**Run 1: close-up of the layout**

Window x 78 to 98, y 19 to 39 um. Cells in grey, sequential cells in the stronger grey; small squares are vias.
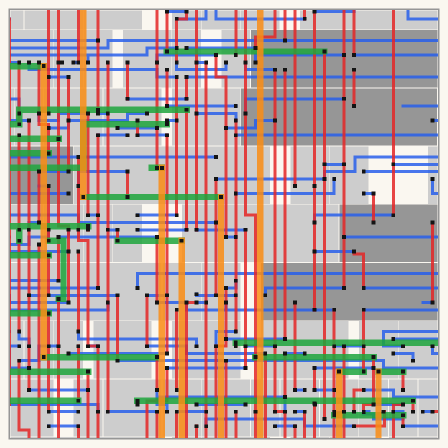
**Run 1: routed clock nets over the placement**

(2 px per um)
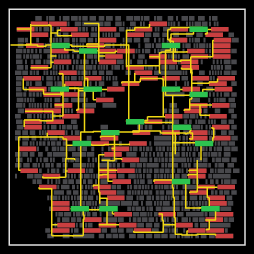
**Run 1: signal wires on met4**

(3 px per um) Cells faint in the background.
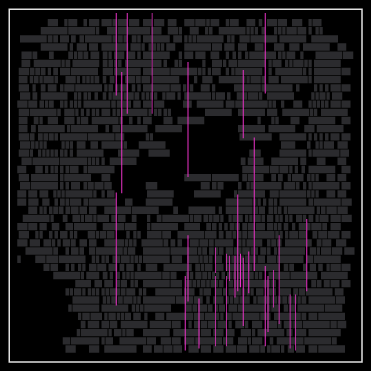
==> src/rtl/lsu.sv <==
// rtl/lsu.sv - RV32I load/store unit with valid/ready data-memory bus
//
// Purpose: takes the ALU result as the effective address and runs one
// data-memory access per load/store. It builds byte enables and lane-aligned
// store data, and sign- or zero-extends load data. It stalls the core while
// the access is in flight.
//
// Ports:
//   clk, rst_n             clock (rising edge), asynchronous active-low reset
//   mem_read, mem_write    current instruction is a load / store
//   funct3                 width/sign code (000 B, 001 H, 010 W, 100 BU, 101 HU)
//   addr, wdata            effective address, store data (rs2)
//   stall                  hold PC and suppress writeback
//   load_data, done, fault extended load result, completion pulse, fault code
//   dmem_*                 data-memory request/response bus
module lsu #(
   parameter int unsigned TIMEOUT_CYCLES = 255,
   parameter int unsigned CNT_W          = 8
) (
   input  logic        clk,
   input  logic        rst_n,
   input  logic        mem_read,
   input  logic        mem_write,
   input  logic [2:0]  funct3,
   input  logic [31:0] addr,
   input  logic [31:0] wdata,
   output logic        stall,
   output logic [31:0] load_data,
   output logic        done,
   output logic [1:0]  fault,
   output logic        dmem_valid,
   output logic        dmem_we,
   output logic [31:0] dmem_addr,
   output logic [3:0]  dmem_be,
   output logic [31:0] dmem_wdata,
   input  logic        dmem_ready,
   input  logic [31:0] dmem_rdata
);

   localparam logic [1:0] S_IDLE = 2'd0;
   localparam logic [1:0] S_REQ  = 2'd1;
   localparam logic [1:0] S_RESP = 2'd2;

   localparam logic [1:0] F_NONE     = 2'b00;
   localparam logic [1:0] F_MISALIGN = 2'b01;
   localparam logic [1:0] F_TIMEOUT  = 2'b10;
   localparam logic [1:0] F_ILLEGAL  = 2'b11;

   // Counter value seen in the last REQ cycle that may still wait for ready.
   localparam logic [CNT_W-1:0] TO_LAST =
      (TIMEOUT_CYCLES == 0) ? '0 : CNT_W'(TIMEOUT_CYCLES - 1);
   localparam bit TO_EN = (TIMEOUT_CYCLES != 0);

   logic [1:0]       state_q, state_d;
   logic [CNT_W-1:0] cnt_q, cnt_d;
   logic             valid_q, valid_d;
   logic             we_q, we_d;
   logic [31:0]      addr_q, addr_d;
   logic [3:0]       be_q, be_d;
   logic [31:0]      wdata_q, wdata_d;
   logic [31:0]      ld_q, ld_d;
   logic             done_q, done_d;
   logic [1:0]       fault_q, fault_d;
   logic [1:0]       off_q, off_d;
   logic [2:0]       f3_q, f3_d;

   logic        is_rd, is_wr, illegal, misaligned;
   logic [3:0]  req_be;
   logic [31:0] req_wdata;
   logic [7:0]  rd_byte;
   logic [15:0] rd_half;
   logic [31:0] rd_fmt;
   logic        timeout_hit;

   // Request decode, evaluated on the live inputs in IDLE.
   always_comb begin
      is_rd      = mem_read & ~mem_write;
      is_wr      = mem_write & ~mem_read;
      illegal    = (mem_read & mem_write)
                 | (is_rd & ((funct3 == 3'b011) | (funct3 == 3'b110) | (funct3 == 3'b111)))
                 | (is_wr & (funct3[2] | (funct3[1:0] == 2'b11)));
      misaligned = ((funct3[1:0] == 2'b01) & addr[0])
                 | ((funct3[1:0] == 2'b10) & (addr[1:0] != 2'b00));
      req_be    = 4'b1111;
      req_wdata = wdata;
      case (funct3[1:0])
         2'b00: begin
            req_be    = 4'b0001 << addr[1:0];
            req_wdata = {4{wdata[7:0]}};
         end
         2'b01: begin
            req_be    = addr[1] ? 4'b1100 : 4'b0011;
            req_wdata = {2{wdata[15:0]}};
         end
         default: ;
      endcase
   end

   // Load extraction uses the latched offset/funct3; the bus address is word-aligned.
   always_comb begin
      rd_byte = 8'(dmem_rdata >> {off_q, 3'b000});
      rd_half = off_q[1] ? dmem_rdata[31:16] : dmem_rdata[15:0];
      case (f3_q)
         3'b000:  rd_fmt = {{24{rd_byte[7]}}, rd_byte};
         3'b001:  rd_fmt = {{16{rd_half[15]}}, rd_half};
         3'b100:  rd_fmt = {24'd0, rd_byte};
         3'b101:  rd_fmt = {16'd0, rd_half};
         default: rd_fmt = dmem_rdata;
      endcase
   end

   assign timeout_hit = TO_EN && (cnt_q == TO_LAST);

   always_comb begin
      state_d = state_q;
      cnt_d   = cnt_q;
      valid_d = valid_q;
      we_d    = we_q;
      addr_d  = addr_q;
      be_d    = be_q;
      wdata_d = wdata_q;
      ld_d    = ld_q;
      done_d  = 1'b0;
      fault_d = fault_q;
      off_d   = off_q;
      f3_d    = f3_q;
      case (state_q)
         S_IDLE: begin
            if (mem_read | mem_write) begin
               if (illegal | misaligned) begin
                  // Faulting requests never touch the bus.
                  state_d = S_RESP;
                  done_d  = 1'b1;
                  fault_d = illegal ? F_ILLEGAL : F_MISALIGN;
                  ld_d    = '0;
               end else begin
                  state_d = S_REQ;
                  cnt_d   = '0;
                  valid_d = 1'b1;
                  we_d    = mem_write;
                  addr_d  = {addr[31:2], 2'b00};
                  be_d    = req_be;
                  wdata_d = req_wdata;
                  off_d   = addr[1:0];
                  f3_d    = funct3;
               end
            end
         end
         S_REQ: begin
            // Ready is checked first so it wins over a coincident timeout.
            if (dmem_ready) begin
               state_d = S_RESP;
               valid_d = 1'b0;
               done_d  = 1'b1;
               fault_d = F_NONE;
               if (!we_q) ld_d = rd_fmt;
            end else if (timeout_hit) begin
               state_d = S_RESP;
               valid_d = 1'b0;
               done_d  = 1'b1;
               fault_d = F_TIMEOUT;
               ld_d    = '0;
            end else begin
               cnt_d = cnt_q + CNT_W'(1);
            end
         end
         S_RESP:  state_d = S_IDLE;
         default: state_d = S_IDLE;
      endcase
   end

   always_ff @(posedge clk or negedge rst_n) begin
      if (!rst_n) begin
         state_q <= S_IDLE;
         cnt_q   <= '0;
         valid_q <= 1'b0;
         we_q    <= 1'b0;
         addr_q  <= '0;
         be_q    <= '0;
         wdata_q <= '0;
         ld_q    <= '0;
         done_q  <= 1'b0;
         fault_q <= F_NONE;
         off_q   <= '0;
         f3_q    <= '0;
      end else begin
         state_q <= state_d;
         cnt_q   <= cnt_d;
         valid_q <= valid_d;
         we_q    <= we_d;
         addr_q  <= addr_d;
         be_q    <= be_d;
         wdata_q <= wdata_d;
         ld_q    <= ld_d;
         done_q  <= done_d;
         fault_q <= fault_d;
         off_q   <= off_d;
         f3_q    <= f3_d;
      end
   end

   assign stall      = ((state_q == S_IDLE) && (mem_read || mem_write)) || (state_q == S_REQ);
   assign load_data  = ld_q;
   assign done       = done_q;
   assign fault      = fault_q;
   assign dmem_valid = valid_q;
   assign dmem_we    = we_q;
   assign dmem_addr  = addr_q;
   assign dmem_be    = be_q;
   assign dmem_wdata = wdata_q;

endmodule

==> config.mk <==
export PLATFORM = sky130hd
export DESIGN_NAME = lsu
export DESIGN_NICKNAME = d
export VERILOG_FILES = /design/src/rtl/lsu.sv
export SDC_FILE = /design/constraint.sdc
export NUM_CORES = 1
export LEC_CHECK = 0
export ABC_AREA = 1
export CORE_MARGIN = 2
export CORE_UTILIZATION = 45
export CTS_CLUSTER_SIZE = 24
export DETAILED_ROUTE_END_ITERATION = 6
export GPL_TIMING_DRIVEN = 1
export PLACE_DENSITY = 0.91
export SLEW_MARGIN = 0
export SYNTH_ARGS = -nofsm -noshare
export SYNTH_HDL_FRONTEND = slang
export SYNTH_SLANG_ARGS = --single-unit
==> constraint.sdc <==
create_clock -name clk -period 1.7 [get_ports clk]
set_input_delay 0.34 -clock clk [delete_from_list [all_inputs] [get_ports clk]]
set_output_delay 0.34 -clock clk [all_outputs]
set_load 0.02 [all_outputs]
==> qor.yml, run 1 <==
status: "finished, violations left"
violations: "setup timing"
hp-class: "primary input to async pin"
rsz0062_at_grt: "yes"
synth_cells: 754
muxShareOfSynthArea_pct: 0
yosys.cell_count.top_type: "nand2_1"
maxPowerGroup: "combinational cells"
hold-worst-slack_ns: 0.366
dp_hpwl_um: 12200
slowest_delay_ns: 0.45
ff_type: "dfrtp_1"
wl_met3_um: 1400
yosysWarningCount: 0
hold_viol_final: 0
required_ns: 1.99
seq_share_pct: 31.4
final_nets: 1115
synth-edff-count: 0
worstPathArrival_ns: 2.06
core_um2: 12600
top_cells_by_count: "336 x nand2_1, 118 x dfrtp_1, 43 x nand3_1"
die_x_um: 117
post-route-min-period_ns: 1.77
setup_viol: 23
die_y_um: 117
busiest_layer: "met2"
cts_buffers: 17
crit_end: "load_data[2]"
synthTopLogicFamily: "simple AND/OR/NAND/NOR gates"
synth_adder_area_share_pct: 0.435
peakVddDrop_v: 0.000949
io_buffer_count: 207
drt_pass1_iterations: 7
fin_ws_ns: -0.0689
diodes: 0
final-clk-cell-share_pct: 7.23
yosys-top-cells-area: "dfrtp_1 51%, nand2_1 22%, nand3_1 3.7%, o21ai_1 3.7%, inv_1 2.5%"
use_met2_pct: 42.5
path_cells: "clkdlybuf4s50_1 > buf_4 > nor2_4 > nand3b_1 > nand4_4 > nand3b_1 > buf_6 > clkbuf_16 > clkbuf_16 > nand2_2 > o21ai_1"
grt_util_all_layers_pct: 25.6
drt-met1-wl_um: 7450
worst_setup_path_end_kind: "flip-flop"
max_freq_ghz: 0.565
antenna_found_initial: 0
critPathTopFamily: "buffers and inverters"
comb_area_um2: 2660
grt-ovfl-total: 0
fin_crit_sh_pct: 104
nClkBuffers: 21
ctsRootBufferMaster: "clkbuf_16"
cts_setup_buffers: 0
seqCellArea_um2: 2960
wl_met2_um: 9320
top_layer_used: "met4"
ys_sh_xor_pct: 0.913
cts_tree: "done"
maxCapViolCount: 0
post_cts_resized: 112
reg2reg_slack_ns: -0.06
crit_slowest_cell: "clkdlybuf4s50_1"
pg_comb_w: 0.00733
crit_start: "funct3[1]"
netlist.area_leader.share_pct: 51.3
stdcell_area_um2: 9410
met1_usage_pct: 31.7
synth_async_sr_flop_share_pct: 100
crit_type: "primary input to flip-flop"
fin_tns_setup_ns: -0.511
place_congestion: 0.885
rr_endpoint: "load_data[2]"
comb_power_share_pct: 45.9
fin_util_pct: 74.9
cts_sinks: 118
yosys.area_share.simple_pct: 30.9
io_pins: 210
comb_share_pct: 28.3
h-tree-depth: 4
largestClassByArea: "registers"
via_per_inst: 5.14
p_per_area_nw_per_um2: 1700
p_switching_w: 0.00623
layout_top_cell: "nand2_1"
drv_slew: 0
cts-root-to-sink-buffers: 2
cp.depth: 11
place_area_um2: 8360
syn_area_um2: 5750
finalNonFillerCells: 1194
worstSkewPairLatency_ns: 0.42
grt_pass1_wl_um: 27300
Back to the opening pictures, 'close-up of the layout':
- metal 3: green
- metal 4: orange
- metal 1: blue
- metal 2: red
- cells with their middle in the window: 43
- sequential cells in the window: 4
- most frequent: nand2_1 (9), nand3_1 (6)
- netlist names of flops here include: load_data (4)

Back to the opening pictures, 'routed clock nets over the placement':
- clock wires: yellow (length 1,580 um)
- clock drivers: green (count 17)
- flip-flops: red (count 118)
- routed clock nets: 18
- flops lie: all over the die
Clock Skew: 0.00922 ns
clock power share: 25.9%
Clock Power: 0.00413 W

Back to the opening pictures, 'signal wires on met4':
- longest straight run: 44.2 um
- nets with wire on the layer: 25
WL final: 18,800 um
routed vias: 6,134

**Run 1: signal wires by layer**

(3 px per um)
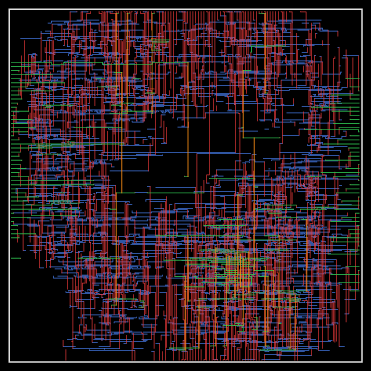

--- run 2 (diff from run 1) ---
RECOVER_POWER = 25   (was not set)
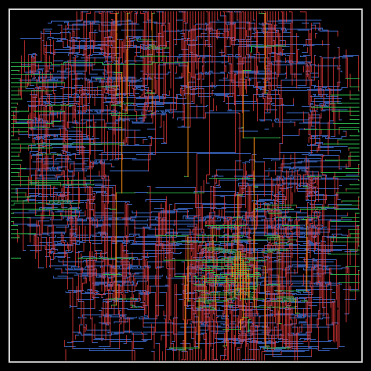
**Above:** run 2 (signal wires by layer).
(3 px per um)
- metal 3: green (wire length 1,500 um)
- metal 4: orange (wire length 624 um)
- metal 1: blue (wire length 7,380 um)
- metal 2: red (wire length 9,320 um)
WL final: 18,800 um
routed vias: 6,114
Routed wire per std cell: 15.8 um
GRT Resource Usage Total: 25.6%

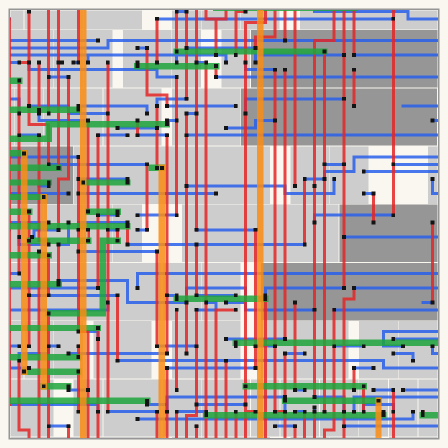
**Above:** run 2 (close-up of the layout).
Window x 78 to 98, y 19 to 39 um. Cells in grey, sequential cells in the stronger grey; small squares are vias.
- metal 3: green
- metal 1: blue
- metal 4: orange
- metal 2: red
- most frequent: nand2_1 (9), nand3_1 (6)
- netlist names of flops here include: load_data (4)
- sequential cells in the window: 4
- cells with their middle in the window: 43

==> qor.yml, run 2 <==
status: "finished, violations left"
violations: "setup timing"
final-clk-cell-share_pct: 7.25  # +0.018 points
largestClassByArea: "registers"
final_nets: 1115  # unchanged
reg2reg_slack_ns: -0.04  # +0.02 ns
top_layer_used: "met4"
synth_cells: 754  # unchanged
peakVddDrop_v: 0.000950  # +0.11%
crit_slowest_cell: "clkdlybuf4s50_1"
stdcell_area_um2: 9390  # -0.25%
fin_worst_skew_ns: 0.00882  # -0.000402 ns
drt_pass1_iterations: 7  # unchanged
max_freq_ghz: 0.570  # +0.86%
cts_buffers: 17  # unchanged
die_x_um: 117  # unchanged
maxCapViolCount: 0  # unchanged
dp_hpwl_um: 12200  # unchanged
met1_usage_pct: 31.7  # unchanged
syn_area_um2: 5750  # unchanged
setup_viol: 23  # unchanged
cts_sinks: 118  # unchanged
worstPathArrival_ns: 2.05  # about the same
ff_type: "dfrtp_1"
h-tree-depth: 4  # unchanged
post_cts_resized: 112  # unchanged
core_um2: 12600  # unchanged
maxPowerGroup: "combinational cells"
required_ns: 2.00  # about the same
comb_share_pct: 28.3  # +0.072 points
cts-root-to-sink-buffers: 2  # unchanged
fin_tns_setup_ns: -0.505  # +0.00578 ns
comb_area_um2: 2660  # unchanged
diodes: 0  # unchanged
antenna_found_initial: 0  # unchanged
worst_setup_path_end_kind: "flip-flop"
place_area_um2: 8360  # unchanged
critPathTopFamily: "buffers and inverters"
grt-ovfl-total: 0  # unchanged
p_per_area_nw_per_um2: 1700  # +0.21%
seq_share_pct: 31.5  # +0.080 points
cp.depth: 11  # unchanged
yosysWarningCount: 0  # unchanged
io_pins: 210  # unchanged
hp-class: "primary input to async pin"
cts_tree: "done"
hold-worst-slack_ns: 0.446  # +0.0805 ns
cts_setup_buffers: 0  # unchanged
netlist.area_leader.share_pct: 51.3  # unchanged
worstSkewPairLatency_ns: 0.42  # about the same
top_cells_by_count: "336 x nand2_1, 118 x dfrtp_1, 43 x nand3_1"
muxShareOfSynthArea_pct: 0  # unchanged
synth-edff-count: 0  # unchanged
fin_ws_ns: -0.0538  # +0.0151 ns
nClkBuffers: 21  # unchanged
layout_top_cell: "nand2_1"
hold_viol_final: 0  # unchanged
synthTopLogicFamily: "simple AND/OR/NAND/NOR gates"
busiest_layer: "met2"
wl_met3_um: 1500  # +6.7%
p_switching_w: 0.00623  # about the same
die_y_um: 117  # unchanged
drt-met1-wl_um: 7380  # -0.90%
crit_start: "funct3[1]"
power_clock_w: 0.00413  # about the same
comb_power_share_pct: 45.9  # about the same
ctsRootBufferMaster: "clkbuf_16"
fin_crit_sh_pct: 103  # -0.89 points
via_per_inst: 5.12  # -0.33%
place_congestion: 0.885  # unchanged
post-route-min-period_ns: 1.75  # -0.0151 ns
rsz0062_at_grt: "yes"
p_clk_share_pct: 25.9  # about the same
io_buffer_count: 207  # unchanged
yosys.cell_count.top_type: "nand2_1"
yosys.area_share.simple_pct: 30.9  # unchanged
**Run 2: congestion heat map**

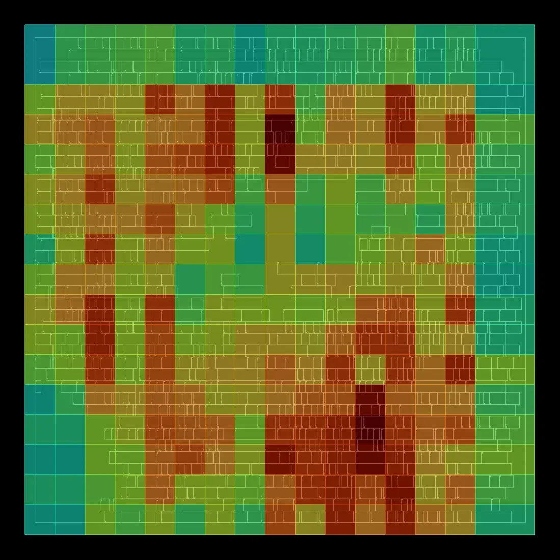

--- run 3 (diff from run 2) ---
CORE_MARGIN = not set   (was 2)
CTS_CLUSTER_SIZE = 30   (was 24)
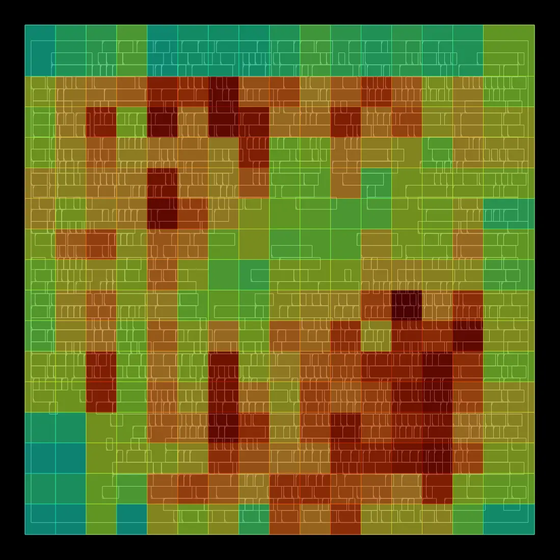
**Above:** run 3 (congestion heat map).
GR Layer Usage met2: 49.4%
Global Route met1 Usage: 32.7%
met3 Track Usage GR: 7.38%
Routed wire per std cell: 15.4 um
Top Usage Layer GRT: met2

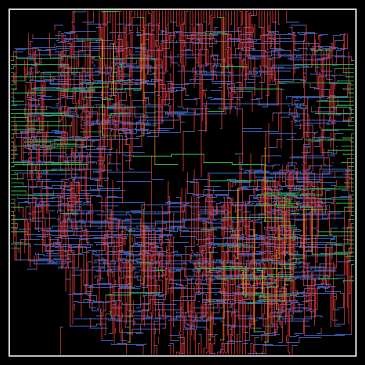
**Above:** run 3 (signal wires by layer).
(3 px per um)
- metal 3: green (wire length 1,350 um)
- metal 2: red (wire length 9,470 um)
- metal 4: orange (wire length 530 um)
- metal 1: blue (wire length 6,920 um)
GRT Resource Usage Total: 28.3%
WL final: 18,300 um
routed vias: 6,086

==> qor.yml, run 3 <==
status: "finished clean"
comb_power_share_pct: 44.9  # -1.0 points
crit_slowest_cell: "clkdlybuf4s50_1"
antenna_found_initial: 0  # unchanged
critPathTopFamily: "buffers and inverters"
hp-class: "primary input to flip-flop"
dp_hpwl_um: 12800  # +4.8%
grt-ovfl-total: 0  # unchanged
top_layer_used: "met4"
ff_type: "dfrtp_1"
top_cells_by_count: "336 x nand2_1, 118 x dfrtp_1, 43 x nand3_1"
synthDistinctLibCells: 34
stdcell_area_um2: 9000  # -4.1%
post_cts_resized: 106  # -5.4%
synth_cells: 754  # unchanged
cts_tree: "done"
place_congestion: 0.870  # -1.7%
muxShareOfSynthArea_pct: 0  # unchanged
cts_setup_buffers: 0  # unchanged
ctsRootBufferMaster: "clkbuf_16"
cp.depth: 1  # -10
swShare_pct: 39.7
yosysWarningCount: 0  # unchanged
maxPowerGroup: "combinational cells"
drive_above_1_share_pct: 12.7
diodes: 0  # unchanged
crit_start: "done"
dp.cells: 1150
place_area_um2: 8380  # +0.18%
die_x_um: 115  # -1.7%
die_y_um: 115  # -1.7%
p_per_area_nw_per_um2: 1620  # -4.6%
drt_pass1_iterations: 5  # -2
fin_ws_ns: 0.0431  # +0.0969 ns
worst_setup_path_end_kind: "output port"
final_nets: 1118  # +0.27%
maxCapViolCount: 0  # unchanged
ys_sh_xor_pct: 0.913
largestClassByArea: "registers"
drv_slew: 0
area_growth_pct: 56.4
syn_area_um2: 5750  # unchanged
io_pins: 210  # unchanged
netlist.area_leader.share_pct: 51.3  # unchanged
hold-worst-slack_ns: 0.328  # -0.118 ns
synth-edff-count: 0  # unchanged
p_switching_w: 0.00579  # -7.0%
worstPathArrival_ns: 1.32  # -0.73 ns
pwr-share-seq_pct: 30.7
reg2reg_slack_ns: 0.07  # +0.11 ns
fin_tns_setup_ns: 0  # +0.505 ns
mostFrequentLayoutCells: "336 x nand2_1, 117 x dfrtp_1, 99 x clkdlybuf4s50_1, 99 x dlygate4sd2_1, 57 x buf_4"
via_per_inst: 5.11  # -0.12%
worstSkewPairLatency_ns: 0.41  # about the same
pg_comb_w: 0.00655
max_freq_ghz: 0.604  # +5.8%
comb_share_pct: 27.5  # -0.86 points
fin_worst_skew_ns: 0.00804  # -0.000783 ns
core_um2: 12200  # -2.8%
hold_viol_final: 0  # unchanged
io_buffer_count: 207  # unchanged
post-route-min-period_ns: 1.66  # -0.0969 ns
fp_util_pct: 47.1
seq_share_pct: 32.8  # +1.3 points
cts_sinks: 118  # unchanged
h-tree-depth: 4  # unchanged
synthTopLogicFamily: "simple AND/OR/NAND/NOR gates"
setup_viol: 0  # -100%
nClkBuffers: 19  # -9.5%
comb_area_um2: 2470  # -7.1%
path_cells: "clkdlybuf4s50_1"
yosys.area_share.simple_pct: 30.9  # unchanged
cts-root-to-sink-buffers: 2  # unchanged
hold_depth: 4
p_clk_share_pct: 24.4  # -1.5 points
yosys.cell_count.top_type: "nand2_1"
grt_pass1_wl_um: 28800
cts_buffers: 17  # unchanged
wl_met3_um: 1350  # -9.7%
yosys-top-cells-area: "dfrtp_1 51%, nand2_1 22%, nand3_1 3.7%, o21ai_1 3.7%, inv_1 2.5%"
synth_flops: 118
final-clk-cell-share_pct: 6.49  # -0.76 points
layout_top_cell: "nand2_1"
fin_crit_sh_pct: 97.5  # -5.7 points
peakVddDrop_v: 0.000782  # -18%
drt-met1-wl_um: 6920  # -6.2%
required_ns: 1.36  # -0.64 ns
power_clock_w: 0.00356  # -14%
Power figures rest on the tool's default switching activity, not on a simulated workload.
